$ cat src/rtl/lut_chain_frac_cfg_pkg.sv
// lut_cfg_pkg: loader FSM encoding and per-slice config field layout
// shared by the lut_chain_frac_cfg files.
package lut_cfg_pkg;

    typedef enum logic [1:0] {
        IDLE   = 2'd0,
        SHIFT  = 2'd1,
        LOADED = 2'd2
    } cfg_state_e;

    // Slice field: [MEM_SIZE-1:0] table, then frac, then split.
    function automatic int frac_ofs(input int mem_size);
        return mem_size;
    endfunction

    function automatic int split_ofs(input int mem_size);
        return mem_size + 1;
    endfunction

endpackage

$ cat src/rtl/lut_chain_frac_cfg_if.sv
// lut_chain_frac_cfg_if: serial config bitstream handshake.
// master drives the stream, slave is the LUT chain loader.
interface lut_chain_frac_cfg_if;

    logic cfg_start;
    logic cfg_bit;
    logic cfg_valid;
    logic cfg_ready;
    logic cfg_commit;
    logic cfg_loaded;
    logic cfg_err;

    modport master (
        output cfg_start, cfg_bit, cfg_valid, cfg_commit,
        input  cfg_ready, cfg_loaded, cfg_err
    );

    modport slave (
        input  cfg_start, cfg_bit, cfg_valid, cfg_commit,
        output cfg_ready, cfg_loaded, cfg_err
    );

endinterface

$ cat src/rtl/lut_chain_frac_cfg_slice.sv
// lut_slice_frac: combinational read of one fracturable LUT slice.
// lo/hi read the two table halves; full picks between them.
module lut_slice_frac #(
    parameter int INPUTS = 4
) (
    input  logic [2**INPUTS-1:0] tbl,
    input  logic                 frac,
    input  logic                 split,
    input  logic [INPUTS-1:0]    addr,
    input  logic                 chain_in,
    output logic                 full,
    output logic                 hi,
    output logic                 lo
);

    logic [INPUTS-1:0] idx_lo;
    logic [INPUTS-1:0] idx_hi;
    logic              top;

    // Lower half and upper half share the low address bits.
    always_comb begin
        idx_lo = {1'b0, addr[INPUTS-2:0]};
        idx_hi = {1'b1, addr[INPUTS-2:0]};
        lo     = tbl[idx_lo];
        hi     = tbl[idx_hi];
        top    = split ? addr[INPUTS-1] : chain_in;
        full   = frac ? lo : (top ? hi : lo);
    end

endmodule

$ cat src/rtl/lut_chain_frac_cfg.sv
// lut_chain_frac_cfg: NUM_LUTS chained fracturable LUT slices with a
// shadowed serial config loader. Optional: LUT_CFG_READBACK_EN.
module lut_chain_frac_cfg
    import lut_cfg_pkg::*;
#(
    parameter int INPUTS   = 4,
    parameter int NUM_LUTS = 2
) (
    input  logic                       cclk,
    input  logic                       crst_n,
    input  logic [NUM_LUTS*INPUTS-1:0] addr,
    input  logic                       chain_in,
    output logic [3*NUM_LUTS-1:0]      out,
    output logic                       chain_out,
`ifdef LUT_CFG_READBACK_EN
    input  logic                       cfg_rb_en,
    output logic                       cfg_rb,
`endif
    lut_chain_frac_cfg_if.slave        cfg
);

    localparam int MEM_SIZE   = 2**INPUTS;
    localparam int SLICE_BITS = MEM_SIZE + 2;
    localparam int CFG_BITS   = NUM_LUTS * SLICE_BITS;
    localparam int FRAC_OFS   = frac_ofs(MEM_SIZE);
    localparam int SPLIT_OFS  = split_ofs(MEM_SIZE);
    localparam int CNT_W      = $clog2(CFG_BITS + 1);

    cfg_state_e          state_q;
    cfg_state_e          state_d;
    logic [CNT_W-1:0]    cnt_q;
    logic [CFG_BITS-1:0] shadow_q;
    logic [CFG_BITS-1:0] active_q;
    logic                err_q;
    logic                accept;
    logic                commit_ok;
    logic                last_bit;

    // Loader state register.
    always_ff @(posedge cclk or negedge crst_n) begin
        if (!crst_n) state_q <= IDLE;
        else         state_q <= state_d;
    end

    // Next state and handshake outputs; a start overrides everything.
    always_comb begin
        state_d        = state_q;
        cfg.cfg_ready  = 1'b0;
        cfg.cfg_loaded = 1'b0;
        commit_ok      = 1'b0;
        accept         = 1'b0;
        last_bit       = (cnt_q == CNT_W'(CFG_BITS - 1));
        unique case (state_q)
            IDLE: ;
            SHIFT: begin
                cfg.cfg_ready = 1'b1;
                accept        = cfg.cfg_valid && !cfg.cfg_start;
                if (accept && last_bit) state_d = LOADED;
            end
            LOADED: begin
                cfg.cfg_loaded = 1'b1;
                commit_ok      = cfg.cfg_commit;
                if (cfg.cfg_commit) state_d = IDLE;
            end
            default: state_d = IDLE;
        endcase
        if (cfg.cfg_start) state_d = SHIFT;
    end

    // Accepted-bit counter, restarted by every cfg_start.
    always_ff @(posedge cclk or negedge crst_n) begin
        if (!crst_n)            cnt_q <= '0;
        else if (cfg.cfg_start) cnt_q <= '0;
        else if (accept)        cnt_q <= cnt_q + 1'b1;
    end

    // Shadow shifts MSB-first; never cleared by a restart.
    always_ff @(posedge cclk or negedge crst_n) begin
        if (!crst_n)     shadow_q <= '0;
        else if (accept) shadow_q <= {shadow_q[CFG_BITS-2:0], cfg.cfg_bit};
    end

    // Active config changes atomically on a valid commit.
    always_ff @(posedge cclk or negedge crst_n) begin
        if (!crst_n)        active_q <= '0;
        else if (commit_ok) active_q <= shadow_q;
`ifdef LUT_CFG_READBACK_EN
        else if (state_q == IDLE && cfg_rb_en)
            active_q <= {active_q[CFG_BITS-2:0], active_q[CFG_BITS-1]};
`endif
    end

    // Sticky error: commit without a complete load.
    always_ff @(posedge cclk or negedge crst_n) begin
        if (!crst_n)                 err_q <= 1'b0;
        else if (cfg.cfg_start)      err_q <= 1'b0;
        else if (cfg.cfg_commit && state_q != LOADED)
                                     err_q <= 1'b1;
    end

    assign cfg.cfg_err = err_q;

`ifdef LUT_CFG_READBACK_EN
    assign cfg_rb = active_q[CFG_BITS-1];
`endif

    logic [NUM_LUTS:0] chain;
    assign chain[0]  = chain_in;
    assign chain_out = chain[NUM_LUTS];

    for (genvar k = 0; k < NUM_LUTS; k++) begin : g_slice
        logic [SLICE_BITS-1:0] fld;
        assign fld = active_q[k*SLICE_BITS +: SLICE_BITS];

        lut_slice_frac #(.INPUTS(INPUTS)) u_slice (
            .tbl      (fld[MEM_SIZE-1:0]),
            .frac     (fld[FRAC_OFS]),
            .split    (fld[SPLIT_OFS]),
            .addr     (addr[k*INPUTS +: INPUTS]),
            .chain_in (chain[k]),
            .full     (chain[k+1]),
            .hi       (out[3*k+1]),
            .lo       (out[3*k])
        );

        assign out[3*k+2] = chain[k+1];
    end

endmodule

$ cat src/flat_wrapper.sv
// flat-port wrapper written by rule: the top's interface ports become plain ports
module lut_chain_frac_cfg_flat import lut_cfg_pkg::*;
#(
    parameter int INPUTS   = 4,
    parameter int NUM_LUTS = 2
)
  (cclk, crst_n, addr, chain_in, out, chain_out, cfg_cfg_start, cfg_cfg_bit, cfg_cfg_valid, cfg_cfg_commit, cfg_cfg_ready, cfg_cfg_loaded, cfg_cfg_err);
  lut_chain_frac_cfg_if cfg_i ();
  input  logic cclk;
  input  logic crst_n;
  input  logic [NUM_LUTS*INPUTS-1:0] addr;
  input  logic chain_in;
  output logic [3*NUM_LUTS-1:0] out;
  output logic chain_out;
  input wire logic [$bits(cfg_i.cfg_start)-1:0] cfg_cfg_start;
  input wire logic [$bits(cfg_i.cfg_bit)-1:0] cfg_cfg_bit;
  input wire logic [$bits(cfg_i.cfg_valid)-1:0] cfg_cfg_valid;
  input wire logic [$bits(cfg_i.cfg_commit)-1:0] cfg_cfg_commit;
  output wire logic [$bits(cfg_i.cfg_ready)-1:0] cfg_cfg_ready;
  output wire logic [$bits(cfg_i.cfg_loaded)-1:0] cfg_cfg_loaded;
  output wire logic [$bits(cfg_i.cfg_err)-1:0] cfg_cfg_err;
  assign cfg_i.cfg_start = cfg_cfg_start;
  assign cfg_i.cfg_bit = cfg_cfg_bit;
  assign cfg_i.cfg_valid = cfg_cfg_valid;
  assign cfg_i.cfg_commit = cfg_cfg_commit;
  assign cfg_cfg_ready = cfg_i.cfg_ready;
  assign cfg_cfg_loaded = cfg_i.cfg_loaded;
  assign cfg_cfg_err = cfg_i.cfg_err;
  lut_chain_frac_cfg #(.INPUTS(INPUTS), .NUM_LUTS(NUM_LUTS)) u_core (.cclk(cclk), .crst_n(crst_n), .addr(addr), .chain_in(chain_in), .out(out), .chain_out(chain_out), .cfg(cfg_i));
endmodule
$ cat config.mk
export PLATFORM = sky130hd
export DESIGN_NAME = lut_chain_frac_cfg_flat
export DESIGN_NICKNAME = d
export VERILOG_FILES = /design/src/rtl/lut_chain_frac_cfg_pkg.sv /design/src/rtl/lut_chain_frac_cfg_if.sv /design/src/rtl/lut_chain_frac_cfg_slice.sv /design/src/rtl/lut_chain_frac_cfg.sv /design/src/flat_wrapper.sv
export SDC_FILE = /design/constraint.sdc
export NUM_CORES = 1
export LEC_CHECK = 0
export ABC_AREA = 1
export CAP_MARGIN = 25
export CORE_AREA = 3 3 124 126
export CTS_CLUSTER_SIZE = 12
export DETAILED_ROUTE_END_ITERATION = 12
export DIE_AREA = 0 0 127 129
export GPL_TIMING_DRIVEN = 0
export PLACE_DENSITY = 0.49
export RECOVER_POWER = 25
export SKIP_LAST_GASP = 1
export SYNTH_ARGS = -nofsm -noshare
export SYNTH_HDL_FRONTEND = slang
export SYNTH_SLANG_ARGS = --single-unit
$ cat constraint.sdc
create_clock -name cclk -period 5.5 [get_ports cclk]
set_clock_uncertainty 0.05 [all_clocks]
set_input_delay 1.65 -clock cclk [delete_from_list [all_inputs] [get_ports cclk]]
set_output_delay 1.65 -clock cclk [all_outputs]
set_load 0.02 [all_outputs]
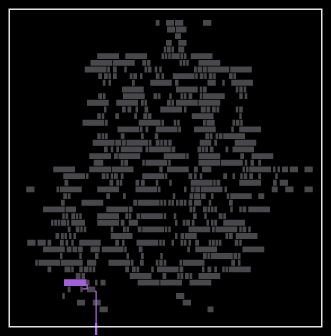
*Port wiring*
[purple] cfg_cfg_err | bits: 1 | direction: output | edge: south | end cells: 1 | wire: 18.2 um

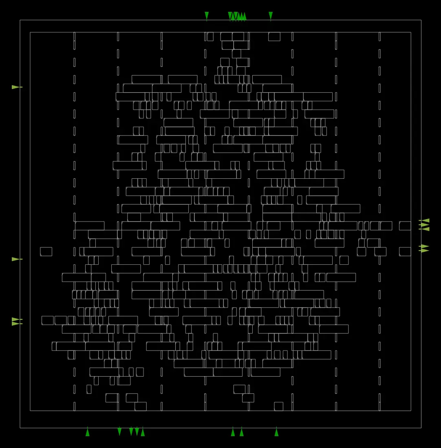
*Placement view*
flip-flops: 81
Tapcells: 184
Layout fillers: 1529
core area: 14400 um2
fin util: 29.8%

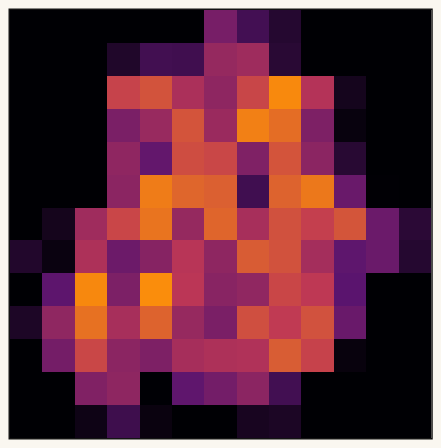
*Placement density heat map*
The die is cut into 13 by 13 equal tiles; black is low, pale yellow is high, 0 to 100% covered.
emptiest ninth of the die: north-west
mean over tiles: 25%
densest ninth of the die: centre
fullest tile: 75%
tiles over 75% full: 0.60%
nearly empty tiles: 36%

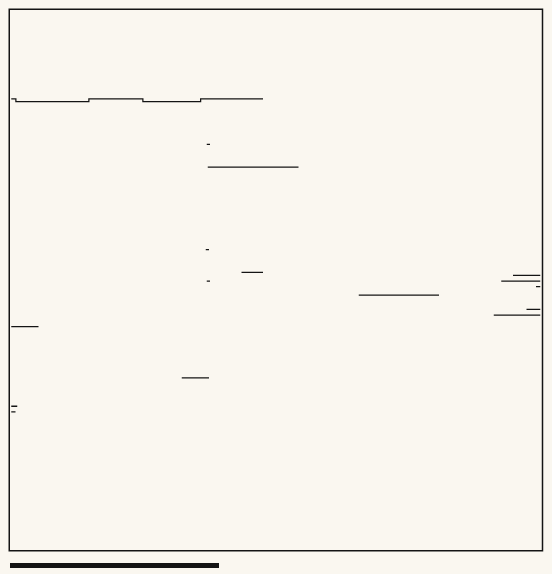
*Signal wires on met3*
The bar under the picture is 50 um long.
nets with wire on the layer: 11
share of all routed wire: 2.0%
main direction: horizontal
wire length on this layer: 152 um

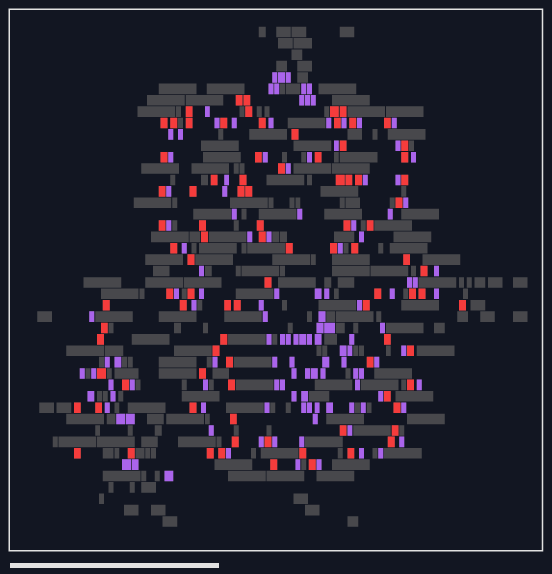
*Gate families picked out*
The bar under the picture is 50 um long.
[purple] NAND gates | cells: 129
[red] inverting AOI/OAI gates | cells: 91

==> impl_metrics.env <==
# yosys + openroad results
export IMPL_timing_rr_end="u_core.active_q[11]"
export IMPL_io_pins=25
export IMPL_dp_slack_ps=91.8
export IMPL_vias_per_cell=4.10
export IMPL_reg2reg_depth=6
export IMPL_drc=0
export IMPL_relSlewSlack_pct=-18.1
export IMPL_critical_path_max_stage_delay_ps=620
export IMPL_grt_pass1_wl_um=13300
export IMPL_post_cts_resized=0
export IMPL_yosys_top_cells_count="nand2_1 (110), dfrtp_1 (81), o21ai_0 (67)"
export IMPL_p_leak_uw=0.00195
export IMPL_numCtsBuffers=9
export IMPL_post_cts_setup_buffers=0
export IMPL_overflow=0
export IMPL_fmax_mhz=188
export IMPL_postRouteAntennaNets=0
export IMPL_routabilityCongestion=0.776
export IMPL_cts_root_buffer="clkbuf_16"
export IMPL_syn2layout_area_growth_pct=20.6
export IMPL_critPathKind="in -> out"
export IMPL_violations="capacitance limit, slew limit"
export IMPL_min_path_type="reg -> reg"
export IMPL_hold_depth=2
export IMPL_antenna_found_initial=0
export IMPL_grt_pass1_vias=2731
export IMPL_synth_main_ff_cell="dfrtp_1"
export IMPL_slew_viol_final=72
export IMPL_yosysWarningCount=0
export IMPL_lay_top_count="nand2_1"
export IMPL_seq_power_share_pct=48.4
export IMPL_edf_count=0
export IMPL_netlist_instances=421
export IMPL_power_frac_clock_pct=42.4
export IMPL_required_ps=3800
export IMPL_ys_seq_share_pct=56.8
export IMPL_arrival_ps=3610
export IMPL_period_used_pct=96.5
export IMPL_status="finished, violations left"
export IMPL_timing_rr_start="u_core.state_q[1]"
export IMPL_ys_types=25
export IMPL_die_y_um=129
export IMPL_timing_max_cap_violations=1
export IMPL_die_area_um2=16400
export IMPL_synthTopCellsByArea="dfrtp_1 (57%), nand2_1 (12%), o21ai_0 (9.4%)"
export IMPL_async_flop_share_pct=100
export IMPL_setup_violations_final=0
export IMPL_dieWidth_um=127
export IMPL_synth_largest_area_cell="dfrtp_1"
export IMPL_cts_path_max_buffers=2
export IMPL_portBuffers=22
export IMPL_htreeDepth=3
export IMPL_ys_chip_area_um2=3570
export IMPL_warnings=26
export IMPL_num_rows=44
export IMPL_clock_sinks=81
export IMPL_cp_top_family="buffers and inverters"
export IMPL_layout_nets=471
export IMPL_rrSetupSlack_ps=4010
export IMPL_endpoint_kind="output pin"
export IMPL_dpl_hpwl_um=5340
export IMPL_syn_nets=437
export IMPL_diodes=0
export IMPL_cpMaxStageDelayCell="clkdlybuf4s50_1"
export IMPL_ir_worst_vdd_uv=123
export IMPL_fin_crit_ps=5310
export IMPL_clk_pin_slew_ps=60
export IMPL_p_comb_share_pct=9.2
export IMPL_wl_per_cell_um=11.7
export IMPL_fp_util_pct=24.7
export IMPL_grt_use_total_pct=10.1
export IMPL_timing_critical_path_mode_cell="nand3_1"
export IMPL_top_area_share_pct=56.8
export IMPL_total_power_uw=1330
export IMPL_drt_pass1_iter_count=5
export IMPL_insertion_delay_ps=330
export IMPL_start_kind="primary input"
-- worst max path at each step --
stage                 start                   to  cells past startpoint
global route        addr[1]            chain_out                     10
floorplan           addr[0]               out[5]                     12
CTS                 addr[1]               out[5]                     11
global placement     crst_n  u_core.active_q[23]                      1
finish              addr[1]            chain_out                     10
detailed placement  addr[5]               out[5]                      9
-- power groups by stage --
stage	clock, uW	sequential (uW)	combinational (uW)
2_1_floorplan	0	652	75.3
3_3_place_gp	0	655	124
3_5_place_dp	0	655	128
4_1_cts	578	645	129
5_1_grt	611	649	144
6_report	566	645	123
-- state kept, by name (all words and copies together), names as in the netlist --
signal	cells
u_core.cfg.cfg_err	1
u_core.state_q	2
u_core.active_q	36
u_core.cnt_q	6
u_core.shadow_q	36
-- final cells by class --
cell class | instances | area, um2
buffer | 23 | 149
clock buffer | 12 | 256
clock inverter | 4 | 26.3
fill | 1529 | 10100
inverter | 64 | 240
multi-input combinational | 253 | 1150
sequential | 81 | 2030
tap | 184 | 230
timing repair buffer | 23 | 221
-- routing by layer --
layer	wire length (um)	part of all wire (%)	vias up	track usage, %
met1	3750	50	1237	13.6
li1	-	-	1382	-
met4	97	1.3	0	3.03
met2	3510	47	16	16.0
met5	0	0	-	0
met3	152	2.0	7	2.66
-- cell families (layout without fill, tap and decap cells) --
logic type,Yosys count,count (layout),synth area share (%)
simple gates,158,158,18.3
compound gates,92,92,13.1
buf+inv,87,126,10.9
flops,81,81,56.8
mux,2,2,0.561
fa+ha+maj,1,1,0.350
-- stage by stage --
step                      instances  utilization, %  hold WS, ps
after floorplan                 421               -          398
after global placement          627            27.9          418
after detailed placement        628            28.0          423
after CTS                       644            30.0          438
after global routing            644            29.8          462
final                           644            29.8          432
Power and IR drop assume default switching activity.
